**Where the registers sit**

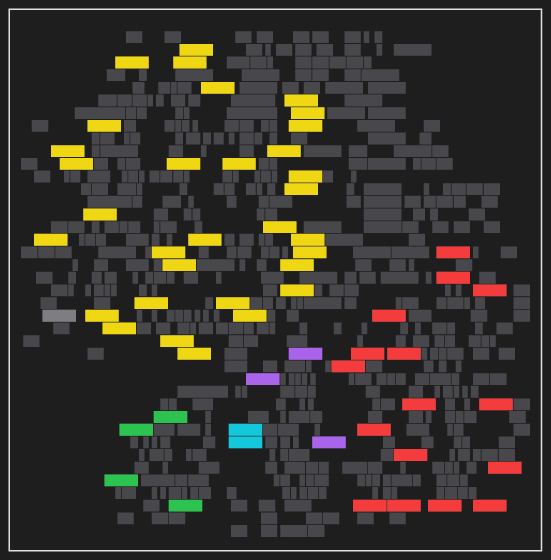
**Clock network drawn from the DEF**

Bar = 20 um.
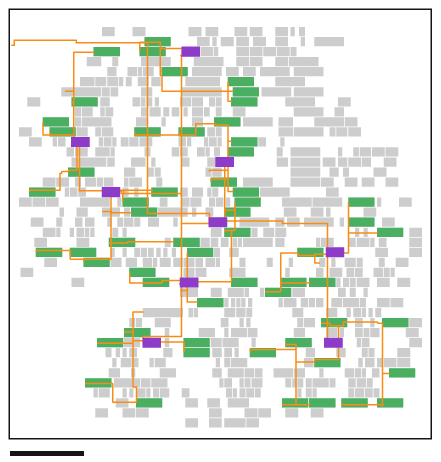
**Cell classes on the final placement**

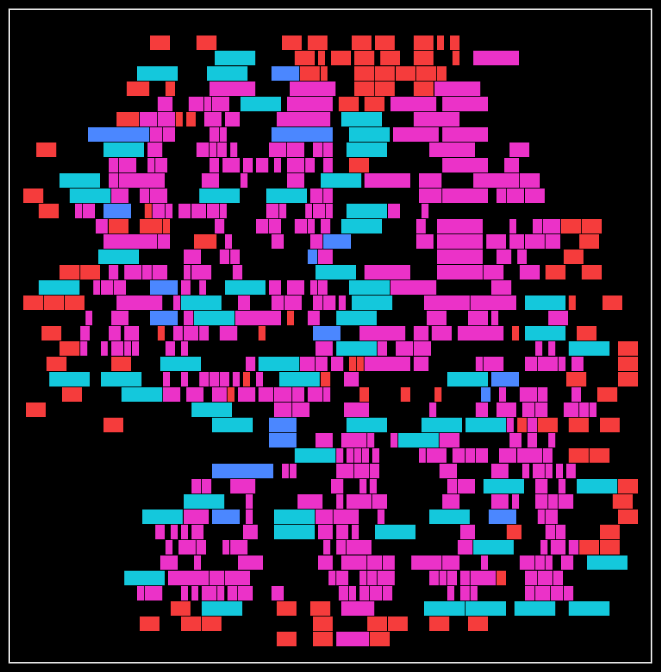
==> config.mk <==
export PLATFORM = sky130hd
export DESIGN_NAME = hazard_ctrl
export DESIGN_NICKNAME = d
export VERILOG_FILES = /design/src/rtl/riscv_pipe_pkg.sv /design/src/rtl/hazard_scoreboard.sv /design/src/rtl/hazard_ctrl.sv
export SDC_FILE = /design/constraint.sdc
export NUM_CORES = 1
export LEC_CHECK = 0
export CAP_MARGIN = 20
export CORE_AREA = 2 2 112 114
export CTS_BUF_LIST = sky130_fd_sc_hd__clkbuf_8
export CTS_CLUSTER_SIZE = 30
export DETAILED_ROUTE_END_ITERATION = 7
export DIE_AREA = 0 0 114 116
export GPL_TIMING_DRIVEN = 0
export PLACE_DENSITY = 0.58
export SLEW_MARGIN = 10
export SYNTH_ARGS = -nofsm -noshare
export SYNTH_HDL_FRONTEND = slang
export SYNTH_HIERARCHICAL = 1
export SYNTH_SLANG_ARGS = --single-unit
==> constraint.sdc <==
create_clock -name clk -period 11.4 [get_ports clk]
set_input_delay 1.14 -clock clk [delete_from_list [all_inputs] [get_ports clk]]
set_output_delay 1.14 -clock clk [all_outputs]
set_load 0.05 [all_outputs]
==> impl_metrics.toml <==
# yosys + openroad results
[placed_design]
io_buffers = 77
dp_hpwl_mm = 10.5
gp_congestion = 0.876
pre_cts_ws_ps = 5000
dpl_cell_area_um2 = 5110

[power]
internal_power_mw = 0.388
p_seq_share_pct = 39.7
ir_worst_vdd_uv = 72.7

[worst_setup_path]
crit_family = "buffers and inverters"
cp_cell_sequence = "clkdlybuf4s50_1 > clkbuf_1 > mux4_2 > a221oi_1 > a31o_2 > o211ai_1 > nand4bb_2 > nor3_1 > nand2_1 > a21oi_1 > clkdlybuf4s50_1"
worst_path_max_delay_cell = "clkdlybuf4s50_1"
endpoint_kind = "output port"
rrSetupSlack_ps = 6550
worst-path-buf-inv = 3
critPathKind = "primary input to output port"
path_max_fanout = 10

[final_layout]
stdcell_area_um2 = 5360
nets = 580
final_common_cell = "clkdlybuf4s50_1"
area.sequential_um2 = 1160

[route]
wl_mm = 14.0
vias_per_cell = 6.16
drc = 0

[sta]
rsz0062_at_grt = "false"
hold_viol_final = 0
whs_ps = 500
max_slew_margin_pct = 41.2
period_minus_slack_ps = 6430
drv_slew = 0
fmax_mhz = 156
fin_crit_sh_pct = 56.4
worst_pin_slew_ps = 881

[status]
outcome = "finished, final reports clean"

[worst_hold_path]
hold_class = "flip-flop to flip-flop"
hold_depth = 2

[global_route]
grt_usage_pct = 21.4
grt_pass1_vias = 4035
grt_overflow = 0
grt_max_degree = 11

[clocking]
clock-sinks = 58
tritoncts = "yes"
cts_buffers = 9
cts_buffer_depth = 2
cts.clk_slew.worst_paths_ps = 70
post_cts_resized = 0
ctsRootBufferMaster = "clkbuf_8"
ctsHoldBuffers = 0

[synth]
synthCells = 449
synth-main-ff-cell = "dfxtp_1"
avgSynthCellArea_um2 = 9.25
yosysWarnings = 6
yosysSeqAreaShare_pct = 28.0
synth_stat.cells = 449
syn_nets = 492
synth_flops = 58

[floorplan]
fp_util_pct = 34.9
fp.dieW_um = 114

[job]
cap_viol_max_count = 0
About 'where the registers sit':
Yellow is `u_scoreboard/busy_mask`, sequential cells 32. Purple is `flush_cnt`, sequential cells 3. Cyan is `state`, sequential cells 2. Green is `u_scoreboard/pending_cnt`, sequential cells 4, where lower left. Red is `stall_cycles`, sequential cells 16.
Another 1 sequential cells are not colored.
sequential power: 0.208 mW
flop share of the area: 21.7%

About 'clock network drawn from the DEF':
Orange is clock wires, length 946 um. Purple is clock drivers, count 9. Green is flip-flops, count 58.
There are 10 routed clock nets.
power in the clock group: 0.245 mW
Clock power frac: 46.8%
Clk Latency, worst-skew pair: 370 ps
Layout Skew: 12.3 ps

About 'cell classes on the final placement':
Blue is clock drivers and dummy loads, cells 16, share of their area 4.9%. Red is other buffers and delay cells, cells 108, share of their area 18%. Cyan is flops, cells 58, share of their area 22%. Magenta is combinational and other logic, cells 360, share of their area 55%.
Site Rows: 40
Layout Utilization: 45.0%

[metal layers]
| metal | share of wire (%) | GRT usage, % |
|---|---|---|
| met4 | 2.4 | 8.13 |
| met5 | 0 | 0 |
| met2 | 46 | 34.1 |
| met1 | 44 | 28.5 |
| met3 | 7.8 | 4.50 |
[power groups by stage]
| stage | Combinational, mW | Clock, mW | Sequential, mW |
|---|---|---|---|
| floorplan | 0.0397 | 0 | 0.217 |
| global placement | 0.0695 | 0 | 0.212 |
| detailed placement | 0.0701 | 0 | 0.212 |
| CTS | 0.0704 | 0.249 | 0.208 |
| global route | 0.0759 | 0.257 | 0.208 |
| finish | 0.0707 | 0.245 | 0.208 |
[cells by family after synthesis]
logic type / count (synthesis) / share of synthesized area, %
muxes: 50 / 21.6
AOI/OAI and AO/OA: 110 / 18.3
DFF: 58 / 28.0
adders and majority gates: 13 / 4.10
and+or+nand+nor: 160 / 21.1
buffers and inverters: 53 / 5.88
xor gates and xnor gates: 5 / 1.05
[layout make-up]
| class | count | area share (%) |
|---|---|---|
| timing repair buffer | 77 | 14.4 |
| clock buffer | 11 | 2.83 |
| multi-input combinational | 338 | 51.3 |
| sequential | 58 | 21.7 |
| inverter | 22 | 1.54 |
| tap | 147 | 3.43 |
| clock inverter | 5 | 1.87 |
| buffer | 31 | 3.01 |
[worst reg2reg max path, stage by stage (launching register included)]
cell       delay (ps)
dfxtp_1           400
mux4_2            510
a22o_1            240
a221oi_1          270
a31o_2            210
o211ai_1          190
nand4bb_2         330
nor3_1            150
nand2_1            90
a21oi_1           450
inv_1              80
nor2_1            180
inv_1              70
ha_1              240
a311oi_1          700
inv_1             160
or3_1             380
a21oi_1           140
[synth_stat cells, types with 3 or more instances]
cell	n	share of area, %
ha_1	12	3.6
mux2i_1	17	4.1
a21oi_1	24	2.9
nand3_1	15	1.8
nor2b_1	5	0.75
or4_1	5	0.90
and4_1	4	0.84
and2_1	3	0.45
or3_1	5	0.75
a311oi_1	4	0.84
nand2b_1	4	0.60
nand2_1	47	4.2
nor3_1	10	1.2
buf_1	3	0.27
a32oi_1	3	0.63
a211oi_1	4	0.72
buf_2	9	1.1
o311ai_1	8	1.7
nor2_1	17	1.5
o311ai_0	5	1.1
xnor2_1	5	1.1
o22ai_1	11	1.7
mux4_2	29	16
inv_1	20	1.8
nor3b_1	6	1.1
nand3b_1	6	1.1
o41ai_1	3	0.63
nand4_1	10	1.5
o31ai_1	5	0.90
buf_6	4	1.1
and3_1	3	0.45
dfxtp_1	58	28
clkbuf_1	14	1.3
o21ai_0	17	2.0
nor4_1	9	1.4
o211ai_1	3	0.54
Power figures rest on the tool's default switching activity, not on a simulated workload.
